$ cat src/rtl/frame_scheduler_pkg.sv
// Shared types and constants for the frame scheduler and its raster clearer.
package frame_scheduler_pkg;

  localparam int unsigned COORD_W = 10;
  localparam int unsigned COLOR_W = 3;
  localparam int unsigned OVR_W   = 8;

  typedef logic [COORD_W-1:0] coord_t;
  typedef logic [COLOR_W-1:0] color_t;

  localparam color_t BG_COLOR_DEFAULT = 3'b000;

  typedef enum logic [1:0] {
    ST_IDLE     = 2'd0,
    ST_SNAPSHOT = 2'd1,
    ST_CLEAR    = 2'd2,
    ST_DRAW     = 2'd3
  } state_t;

  // One pixel-port beat towards the VGA adapter
  typedef struct packed {
    coord_t x;
    coord_t y;
    color_t color;
    logic   plot;
  } pixel_t;

endpackage : frame_scheduler_pkg

$ cat src/rtl/frame_scheduler_if.sv
// Draw-controller handshake plus the pixel port of the VGA adapter.
interface frame_scheduler_if;
  import frame_scheduler_pkg::*;

  coord_t dc_x;
  coord_t dc_y;
  color_t dc_color;
  logic   dc_plot;
  logic   dc_done;
  logic   dc_start;

  coord_t x;
  coord_t y;
  color_t color;
  logic   plot;

  // Scheduler side
  modport slave (
    input  dc_x, dc_y, dc_color, dc_plot, dc_done,
    output dc_start, x, y, color, plot
  );

  // Draw controller / adapter side
  modport master (
    output dc_x, dc_y, dc_color, dc_plot, dc_done,
    input  dc_start, x, y, color, plot
  );
endinterface : frame_scheduler_if

$ cat src/rtl/frame_scheduler_screen_clearer.sv
// Raster walker: after a start pulse emits one pixel per cycle over the whole screen.
module screen_clearer
  import frame_scheduler_pkg::*;
#(
  parameter int unsigned SCREEN_W = 160,
  parameter int unsigned SCREEN_H = 120
) (
  input  logic   clk,
  input  logic   reset_n,
  input  logic   start,
  output coord_t x,
  output coord_t y,
  output logic   plot,
  output logic   last
);

  coord_t cx_q, cx_d;
  coord_t cy_q, cy_d;
  logic   run_q, run_d;

  assign x    = cx_q;
  assign y    = cy_q;
  assign plot = run_q;
  assign last = run_q && (cx_q == COORD_W'(SCREEN_W - 1))
                      && (cy_q == COORD_W'(SCREEN_H - 1));

  // Raster advance: x inner, y outer, wrap to origin after the final pixel
  always_comb begin
    cx_d  = cx_q;
    cy_d  = cy_q;
    run_d = run_q;
    if (start) begin
      run_d = 1'b1;
      cx_d  = '0;
      cy_d  = '0;
    end else if (run_q) begin
      if (last) begin
        run_d = 1'b0;
        cx_d  = '0;
        cy_d  = '0;
      end else if (cx_q == COORD_W'(SCREEN_W - 1)) begin
        cx_d = '0;
        cy_d = cy_q + COORD_W'(1);
      end else begin
        cx_d = cx_q + COORD_W'(1);
      end
    end
  end

  // Counter registers
  always_ff @(posedge clk) begin
    if (!reset_n) begin
      cx_q  <= '0;
      cy_q  <= '0;
      run_q <= 1'b0;
    end else begin
      cx_q  <= cx_d;
      cy_q  <= cy_d;
      run_q <= run_d;
    end
  end

endmodule : screen_clearer

$ cat src/rtl/frame_scheduler.sv
// Sequences each frame: snapshot game state, clear the framebuffer, hand the pixel port to the draw controller.
module frame_scheduler
  import frame_scheduler_pkg::*;
#(
  parameter int unsigned SCREEN_W     = 160,
  parameter int unsigned SCREEN_H     = 120,
  parameter color_t      BG_COLOR     = BG_COLOR_DEFAULT,
  parameter int unsigned DRAW_TIMEOUT = 65535
) (
  input  logic               clk,
  input  logic               reset_n,
  input  logic               frame_tick,
  frame_scheduler_if.slave   bus,
  output logic               snapshot_en,
  output logic               busy,
  output logic [OVR_W-1:0]   overrun_cnt,
  output logic               timeout_flag
);

  localparam int unsigned CNT_W = $clog2(DRAW_TIMEOUT + 1);

  state_t             state_q, state_d;
  logic [CNT_W-1:0]   draw_cnt_q, draw_cnt_d;
  logic [OVR_W-1:0]   overrun_q, overrun_d;
  logic               timeout_flag_q, timeout_flag_d;
  logic               snapshot_en_q, snapshot_en_d;
  logic               dc_start_q, dc_start_d;

  logic               clr_start;
  coord_t             clr_x;
  coord_t             clr_y;
  logic               clr_plot;
  logic               clr_last;
  logic               timeout_hit;
  pixel_t             pix;

  screen_clearer #(
    .SCREEN_W (SCREEN_W),
    .SCREEN_H (SCREEN_H)
  ) u_clearer (
    .clk     (clk),
    .reset_n (reset_n),
    .start   (clr_start),
    .x       (clr_x),
    .y       (clr_y),
    .plot    (clr_plot),
    .last    (clr_last)
  );

  // DRAW gives up once it has spent DRAW_TIMEOUT cycles without dc_done
  assign timeout_hit = (state_q == ST_DRAW) && (draw_cnt_q == CNT_W'(DRAW_TIMEOUT - 1));

  // State register
  always_ff @(posedge clk) begin
    if (!reset_n) state_q <= ST_IDLE;
    else          state_q <= state_d;
  end

  // Next-state logic
  always_comb begin
    state_d = state_q;
    case (state_q)
      ST_IDLE:     if (frame_tick) state_d = ST_SNAPSHOT;
      ST_SNAPSHOT: state_d = ST_CLEAR;
      ST_CLEAR:    if (clr_last) state_d = ST_DRAW;
      ST_DRAW:     if (bus.dc_done || timeout_hit) state_d = ST_IDLE;
      default:     state_d = ST_IDLE;
    endcase
  end

  // Output decode: pixel-port mux and next values of the one-shot pulses
  always_comb begin
    pix           = '{x: '0, y: '0, color: BG_COLOR, plot: 1'b0};
    clr_start     = 1'b0;
    dc_start_d    = 1'b0;
    snapshot_en_d = (state_q == ST_IDLE) && frame_tick;
    case (state_q)
      ST_SNAPSHOT: clr_start = 1'b1;
      ST_CLEAR: begin
        pix        = '{x: clr_x, y: clr_y, color: BG_COLOR, plot: clr_plot};
        dc_start_d = clr_last;
      end
      ST_DRAW:
        pix = '{x: bus.dc_x, y: bus.dc_y, color: bus.dc_color, plot: bus.dc_plot};
      default: ;
    endcase
  end

  // DRAW cycle counter, overrun counter and sticky timeout flag
  always_comb begin
    draw_cnt_d     = '0;
    overrun_d      = overrun_q;
    timeout_flag_d = timeout_flag_q;
    if (state_q == ST_DRAW && state_d == ST_DRAW) begin
      draw_cnt_d = draw_cnt_q + CNT_W'(1);
    end
    if (frame_tick && state_q != ST_IDLE && overrun_q != {OVR_W{1'b1}}) begin
      overrun_d = overrun_q + OVR_W'(1);
    end
    if (timeout_hit && !bus.dc_done) begin
      timeout_flag_d = 1'b1;
    end
  end

  // Datapath and pulse registers
  always_ff @(posedge clk) begin
    if (!reset_n) begin
      draw_cnt_q     <= '0;
      overrun_q      <= '0;
      timeout_flag_q <= 1'b0;
      snapshot_en_q  <= 1'b0;
      dc_start_q     <= 1'b0;
    end else begin
      draw_cnt_q     <= draw_cnt_d;
      overrun_q      <= overrun_d;
      timeout_flag_q <= timeout_flag_d;
      snapshot_en_q  <= snapshot_en_d;
      dc_start_q     <= dc_start_d;
    end
  end

  assign bus.x        = pix.x;
  assign bus.y        = pix.y;
  assign bus.color    = pix.color;
  assign bus.plot     = pix.plot;
  assign bus.dc_start = dc_start_q;
  assign snapshot_en  = snapshot_en_q;
  assign busy         = (state_q != ST_IDLE);
  assign overrun_cnt  = overrun_q;
  assign timeout_flag = timeout_flag_q;

endmodule : frame_scheduler

$ cat src/flat_wrapper.sv
// flat-port wrapper written by rule: the top's interface ports become plain ports
module frame_scheduler_flat import frame_scheduler_pkg::*;
#(
  parameter int unsigned SCREEN_W     = 160,
  parameter int unsigned SCREEN_H     = 120,
  parameter color_t      BG_COLOR     = BG_COLOR_DEFAULT,
  parameter int unsigned DRAW_TIMEOUT = 65535
)
  (clk, reset_n, frame_tick, snapshot_en, busy, overrun_cnt, timeout_flag, bus_dc_x, bus_dc_y, bus_dc_color, bus_dc_plot, bus_dc_done, bus_dc_start, bus_x, bus_y, bus_color, bus_plot);
  frame_scheduler_if bus_i ();
  input  logic clk;
  input  logic reset_n;
  input  logic frame_tick;
  output logic snapshot_en;
  output logic busy;
  output logic [OVR_W-1:0] overrun_cnt;
  output logic timeout_flag;
  input wire logic [$bits(bus_i.dc_x)-1:0] bus_dc_x;
  input wire logic [$bits(bus_i.dc_y)-1:0] bus_dc_y;
  input wire logic [$bits(bus_i.dc_color)-1:0] bus_dc_color;
  input wire logic [$bits(bus_i.dc_plot)-1:0] bus_dc_plot;
  input wire logic [$bits(bus_i.dc_done)-1:0] bus_dc_done;
  output wire logic [$bits(bus_i.dc_start)-1:0] bus_dc_start;
  output wire logic [$bits(bus_i.x)-1:0] bus_x;
  output wire logic [$bits(bus_i.y)-1:0] bus_y;
  output wire logic [$bits(bus_i.color)-1:0] bus_color;
  output wire logic [$bits(bus_i.plot)-1:0] bus_plot;
  assign bus_i.dc_x = bus_dc_x;
  assign bus_i.dc_y = bus_dc_y;
  assign bus_i.dc_color = bus_dc_color;
  assign bus_i.dc_plot = bus_dc_plot;
  assign bus_i.dc_done = bus_dc_done;
  assign bus_dc_start = bus_i.dc_start;
  assign bus_x = bus_i.x;
  assign bus_y = bus_i.y;
  assign bus_color = bus_i.color;
  assign bus_plot = bus_i.plot;
  frame_scheduler #(.SCREEN_W(SCREEN_W), .SCREEN_H(SCREEN_H), .BG_COLOR(BG_COLOR), .DRAW_TIMEOUT(DRAW_TIMEOUT)) u_core (.clk(clk), .reset_n(reset_n), .frame_tick(frame_tick), .bus(bus_i), .snapshot_en(snapshot_en), .busy(busy), .overrun_cnt(overrun_cnt), .timeout_flag(timeout_flag));
endmodule
$ cat config.mk
export PLATFORM = sky130hd
export DESIGN_NAME = frame_scheduler_flat
export DESIGN_NICKNAME = d
export VERILOG_FILES = /design/src/rtl/frame_scheduler_pkg.sv /design/src/rtl/frame_scheduler_if.sv /design/src/rtl/frame_scheduler_screen_clearer.sv /design/src/rtl/frame_scheduler.sv /design/src/flat_wrapper.sv
export SDC_FILE = /design/constraint.sdc
export NUM_CORES = 1
export LEC_CHECK = 0
export CAP_MARGIN = 30
export CELL_PAD_IN_SITES_DETAIL_PLACEMENT = 0
export CELL_PAD_IN_SITES_GLOBAL_PLACEMENT = 1
export CORE_UTILIZATION = 36
export DETAILED_ROUTE_END_ITERATION = 12
export PLACE_DENSITY_LB_ADDON = 0.1
export SLEW_MARGIN = 10
export SYNTH_ARGS = -nofsm -noshare
export SYNTH_HDL_FRONTEND = slang
export SYNTH_SLANG_ARGS = --single-unit
$ cat constraint.sdc
create_clock -name clk -period 2.2 [get_ports clk]
set_clock_uncertainty 0.05 [all_clocks]
set_input_delay 0.33 -clock clk [delete_from_list [all_inputs] [get_ports clk]]
set_output_delay 0.33 -clock clk [all_outputs]
set_load 0.02 [all_outputs]
Figure 1. Placement by cell class (run 1).
Fill, decap, tap and diode cells in grey.
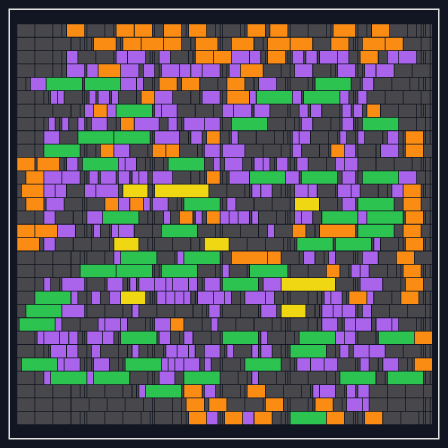
colour	class	cells	share of their area
yellow	clock drivers and dummy loads	8	4.0%
purple	all other logic	241	44%
green	flops	50	28%
orange	other buffers and delay cells	83	24%

Figure 2. Cell outlines without signal wires (run 1).
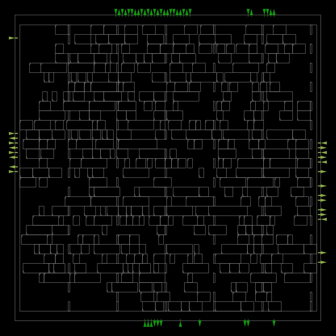
total core area: 6907 um^2
number of fill cells in the layout: 681
Rows: 30

==> run_results.csv, run 1 <==
group,metric,value,unit
cells_and_area,lay_top_cells,"dfxtp_1 (49), clkdlybuf4s50_1 (48), nor2_1 (37), mux2i_1 (22), nor2b_1 (21)",
worst_setup_path,r2r_slack,0.06,ns
synthesis,ys_chip_area,2610,um^2
global_route,busiest_layer,"met2",
job,maxCapViolations,0,
final_timing,rsz0062_at_grt,"true",
drt,wl_per_cell,13.05,um
final_timing,fin_ws,0.06130,ns
global_route,antenna_found_initial,0,
worst_setup_path,worstSetupPathDepth,4,
status,status,"finished clean",
synthesis,synth_flops,50,
final_timing,tns,0,ns
cells_and_area,diodes,0,
cells_and_area,layout_top_cell,"dfxtp_1",
cells_and_area,fin_util,53.19,%
worst_setup_path,rr_startpoint,"u_core.u_clearer.x[6]",
die,fp.dieW,87.15,um
cells_and_area,fin_cells,478,
placement,dp_cells,468,
worst_setup_path,crit_chain,"or4b_4 > or4_4 > or4_1 > a21oi_1",
synthesis,floorplan.nets,337,
drt,drtPass1Iterations,4,
clocking,clk_latency,0.30,ns
worst_setup_path,crit_type,"flip-flop to flip-flop",
die,initial_utilization,37.79,%
global_route,grt_pass1_vias,2217,
global_route,gr-usage-all-layers,17.09,%
final_timing,finalClockPeriodUsage,97.21,%
drt,detail_route.iter0.violations,90,
placement,port_buffers,63,
worst_setup_path,crit_start,"u_core.u_clearer.x[6]",
synthesis,synthCells,304,
clocking,h-tree-depth,2,
placement,gp_congestion,0.8170,
die,die-area,7594,um^2
synthesis,ys_cells,304,
synthesis,yosys-top-cells-count,"dfxtp_1 (50), nor2_1 (37), mux2i_1 (22)",
Figure 3. Met2 routing (run 1).
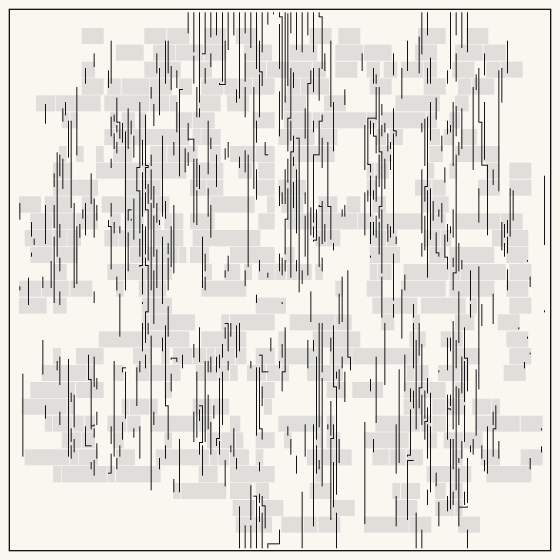
main direction	vertical
wire length on this layer	2770 um
longest straight run	30.9 um
share of all routed wire	44%
nets with wire on the layer	348

## run 1: cell type report
type	instances	area, um^2
Sequential cell	50	1002
Fill cell	681	3233
Inverter	7	26.28
Clock buffer	6	82.58
Multi-Input combinational cell	234	1539
Clock inverter	2	60.06
Tap cell	96	120.1
Timing Repair Buffer	83	843.3
## run 1: registers in the layout, summed over array words and instances (netlist names)
name                   count
u_core.u_clearer.y        10
u_core.state_q             2
u_core.overrun_cnt         8
u_core.u_clearer.plot      1
u_core.draw_cnt_q         16
u_core.snapshot_en         1
u_core.u_clearer.x        10
u_core.timeout_flag        1
u_core.bus.dc_start        1
## run 1: cells by family after synthesis
kind of cell | Yosys count | share of synthesized area [%]
and+or+nand+nor | 141 | 28.91
buffers and inverters | 20 | 2.972
adders and majority gates | 5 | 2.397
DFF | 50 | 38.35
xor gates and xnor gates | 27 | 9.060
muxes | 22 | 8.437
AOI/OAI and AO/OA | 39 | 9.876
## run 1: power groups by stage
| stage | Clock [mW] | Combinational [mW] | Sequential, mW |
|---|---|---|---|
| 2_1_floorplan | 0 | 0.105 | 0.947 |
| 3_3_place_gp | 0 | 0.220 | 0.947 |
| 3_5_place_dp | 0 | 0.221 | 0.947 |
| 6_report | 0.786 | 0.218 | 0.926 |
| 5_1_grt | 0.848 | 0.235 | 0.928 |
| 4_1_cts | 0.811 | 0.222 | 0.926 |
## run 1: worst reg2reg max path, delay by kind of cell (launching register included)
kind / cells / cell delay [ns]
and+or+nand+nor: 3 / 1.56
DFF: 1 / 0.32
AOI/OAI and AO/OA: 1 / 0.15
## run 1: repair_timing
item,CTS,global route
buffers inserted,0,2
setup endpoints to repair,0,25
hold endpoints to repair,0,0
gates resized,0,18
--- run 2 (diff from run 1) ---
Settings changed: SKIP_CTS_REPAIR_TIMING from default to 1.
Figure 4. Metal 3 (run 2).
Bar = 20 um.
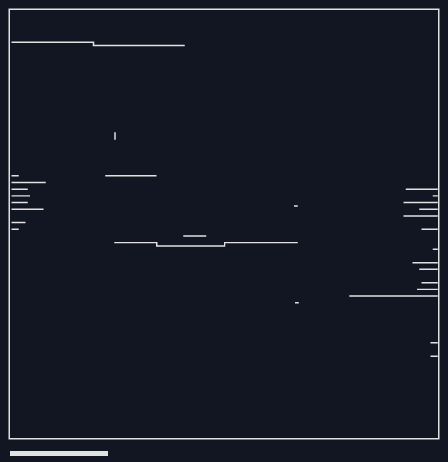
wire length on this layer	180 um
main direction	horizontal
share of all routed wire	2.9%
longest straight run	18.4 um
nets with wire on the layer	26

==> run 2 against run 1 <==
Die size is the same. Sequential cell count did not move. Area after synthesis unchanged. Critical path type unchanged.
==> run_results.csv, run 2 <==
group,metric,value,unit
cells_and_area,seqCellArea,1002,um^2
synthesis,synth.area.mux_share,8.437,%
pwr,maxPowerGroup,"registers",
drt,wl_per_cell,13.05,um
worst_setup_path,rr_startpoint,"u_core.u_clearer.x[6]",
worst_setup_path,crit_chain,"or4b_4 > or4_4 > or4_1 > a21oi_1",
pwr,p_seq,0.926,mW
clocking,clk_latency,0.30,ns
final_timing,tns,0,ns
worst_setup_path,r2r_slack,0.06,ns
die,io_pins,64,
cells_and_area,drive_gt1_share,9.686,%
final_timing,final_hold_viol_count,0,
placement,gp_congestion,0.8170,
cells_and_area,layout_top_cell,"dfxtp_1",
synthesis,synth_flops,50,
synthesis,synthTopLogicFamily,"simple AND/OR/NAND/NOR gates",
cells_and_area,fin_util,53.19,%
synthesis,floorplan.nets,337,
job,maxCapViolations,0,
final_timing,finalClockPeriodUsage,97.21,%
die,core,6907,um^2
die,initial_utilization,37.79,%
status,status,"finished clean",
global_route,gr-usage-all-layers,17.09,%
drt,drtPass1Iterations,4,
final_timing,rsz0062_at_grt,"true",
cells_and_area,final.fill_count,681,
worst_setup_path,crit_path_end,"u_core.u_clearer.y[6]",
worst_setup_path,crit_start,"u_core.u_clearer.x[6]",
cells_and_area,diodes,0,
synthesis,ys_sh_xor,9.060,%
final_timing,maxSlewHeadroom,65.50,%
drt,detail_route.iter0.violations,90,
clocking,h-tree-depth,2,
global_route,antenna_found_initial,0,
cells_and_area,largest-register,"u_core.draw_cnt_q",
pwr,p_clk,0.786,mW
synthesis,ys_chip_area,2610,um^2
synthesis,simple_gate_share,28.91,%
final_timing,post-route-min-period,2.139,ns
die,fp.dieW,87.15,um
cells_and_area,logic_area,1539,um^2
cells_and_area,fin_cells,478,
synthesis,yosys.area_share.aoi,9.875,%
cells_and_area,largest_reg_flops,16,
worst_setup_path,max_stage_delay,0.54,ns
synthesis,yosys-top-cells-count,"dfxtp_1 (50), nor2_1 (37), mux2i_1 (22)",
die,fp-row-count,30,
==> run 2: cell counts in the layout (fill, tap and decap cells not counted) <==
No cell type changed its count.
==> run 2: routing by layer <==
layer | vias up | global-route usage [%]
met4 | 0 | 5.067
met2 | 32 | 26.27
met5 | - | 0
met3 | 5 | 3.128
met1 | 1133 | 24.29
li1 | 1239 | -
==> run 2: worst min-delay path by stage <==
| stage | from | to | slack [ns] | depth (start not counted) |
|---|---|---|---|---|
| 2_1_floorplan | frame_tick | u_core.snapshot_en | 0.40 | 2 |
| 3_3_place_gp | u_core.timeout_flag | u_core.timeout_flag | 0.42 | 2 |
| 3_5_place_dp | u_core.timeout_flag | u_core.timeout_flag | 0.42 | 2 |
| 4_1_cts | u_core.timeout_flag | u_core.timeout_flag | 0.44 | 2 |
| 5_1_grt | u_core.u_clearer.y[6] | u_core.u_clearer.y[6] | 0.47 | 2 |
| 6_report | u_core.timeout_flag | u_core.timeout_flag | 0.44 | 2 |
==> run 2: through the flow <==
stage	setup WS, ns	area (um^2)	total power [mW]
3_3_place_gp	0.09859	3470	1.167
2_1_floorplan	0.1545	2610	1.051
4_1_cts	0.001233	3612	1.959
3_5_place_dp	0.05990	3470	1.168
5_1_grt	-0.01016	3674	2.011
6_report	0.06130	3674	1.930
==> run 2: critical path: cells and delay by family, from the launching register on <==
family,cells,cell delay [ns]
simple gates,3,1.56
compound gates,1,0.15
flops,1,0.32
==> run 2: area by class of cell <==
| type | count | share of cell area, % |
|---|---|---|
| Tap cell | 96 | 3.270 |
| Inverter | 7 | 0.7153 |
| Timing Repair Buffer | 83 | 22.96 |
| Sequential cell | 50 | 27.28 |
| Clock buffer | 6 | 2.248 |
| Multi-Input combinational cell | 234 | 41.89 |
| Clock inverter | 2 | 1.635 |
Figure 5. I/O nets highlighted (run 2).
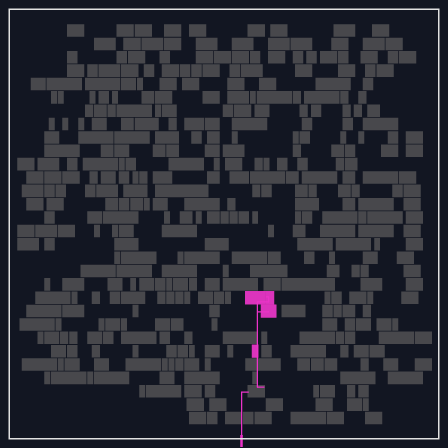

--- run 3 (diff from run 2) ---
Settings changed: CAP_MARGIN 30 to default, TNS_END_PERCENT from default to 50.
Figure 6. I/O nets highlighted (run 3).
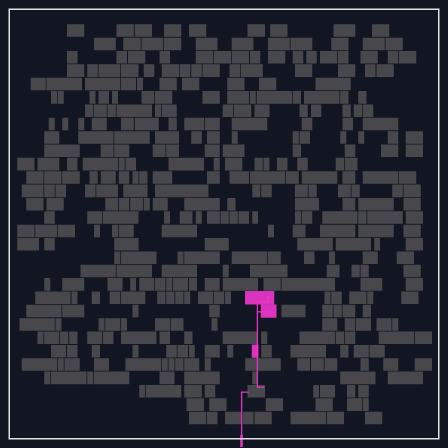
colour	port	bits	direction	edge	end cells	buffers	wire
magenta	`bus_dc_done`	1	input	south	4	1	35.2 um

==> run 3 against run 2 <==
Register-to-register slack about the same. Synthesized cell count is the same. Clock power is essentially flat. Cell area decreased by 0.41%. Via count hardly changed. Sequential cell count unchanged. Hold slack got worse by 0.0027 ns. Global-route usage did not move. Non-clock buffer count shrank 2. Combinational power about the same. Power is essentially flat.
==> run_results.csv, run 3 <==
group,metric,value,unit
final_timing,fin_ws,0.05489,ns
cells_and_area,logic_area,1539,um^2
global_route,grt_pass1_vias,2217,
final_timing,post-route-min-period,2.145,ns
final_timing,maxSlewHeadroom,64.36,%
die,core,6907,um^2
clocking,h-tree-depth,2,
die,fp-row-count,30,
status,status,"finished clean",
job,maxCapViolations,0,
synthesis,ys_sh_xor,9.060,%
worst_setup_path,path_delay_family,"simple AND/OR/NAND/NOR gates",
die,fp.dieW,87.15,um
synthesis,synth_flops,50,
cells_and_area,lay_top_cells,"dfxtp_1 (49), clkdlybuf4s50_1 (48), nor2_1 (37), mux2i_1 (22), nor2b_1 (21)",
drt,drtPass1Iterations,4,
worst_setup_path,r2r_slack,0.05,ns
worst_setup_path,crit_type,"flip-flop to flip-flop",
synthesis,synthCells,304,
global_route,gr-usage-all-layers,17.09,%
placement,port_buffers,63,
synthesis,simple_gate_share,28.91,%
cells_and_area,diodes,0,
worst_setup_path,max_stage_delay,0.54,ns
synthesis,yosys.area_share.aoi,9.875,%
final_timing,final_hold_viol_count,0,
placement,dp_cells,468,
[run 3: cell counts after synthesis]
Identical to the previous run, type by type.
[run 3: logic make-up (layout without fill, tap and decap cells)]
family          Yosys count  after routing
flops                    50             50
xor+xnor                 27             27
fa+ha+maj                 5              5
mux                      22             22
compound gates           39             39
simple gates            141            141
buf+inv                  20             96
[run 3: report_power, final]
group	switching, mW	total (mW)	internal [mW]	leakage (nW)
logic	0.0959	0.218	0.122	0.976
clock network	0.301	0.786	0.485	0.0714
registers	0.0112	0.926	0.915	0.404
[run 3: final timing paths]
check / startpoint / cells after the start / endpoint
min reg2reg: u_core.timeout_flag / 2 / u_core.timeout_flag
max: u_core.u_clearer.x[6] / 4 / u_core.u_clearer.y[6]
min: u_core.timeout_flag / 2 / u_core.timeout_flag
max reg2reg: u_core.u_clearer.x[6] / 4 / u_core.u_clearer.y[6]
[run 3: final cells by class]
class / count / area share [%]
multi-input combinational: 234 / 42.07
timing repair buffer: 81 / 22.64
clock inverter: 2 / 1.642
tap: 96 / 3.283
inverter: 7 / 0.7182
sequential: 50 / 27.39
clock buffer: 6 / 2.257
[run 3: layer usage]
layer	track usage, %	vias to the layer above	part of all wire, %	wire, um
met2	26.27	38	44	2740
met3	3.128	5	3.0	189
met4	5.067	0	0.94	58
met5	0	-	0	0
li1	-	1236	-	-
met1	24.29	1129	52	3210
[run 3: worst register-to-register path, stage by stage (launching register included)]
cell and delay [ns]:
dfxtp_1 0.32, or4b_4 0.54, or4_4 0.50, or4_1 0.53, a21oi_1 0.15
[run 3: stage by stage]
stage               instance area, um^2  utilization (%)  power, mW
floorplan                          2610                -      1.051
global placement                   3470            50.24      1.167
detailed placement                 3470            50.24      1.168
CTS                                3612            52.30      1.959
global route                       3659            52.97      2.011
finish                             3659            52.97      1.930
Power is estimated from default activity; no workload was simulated.
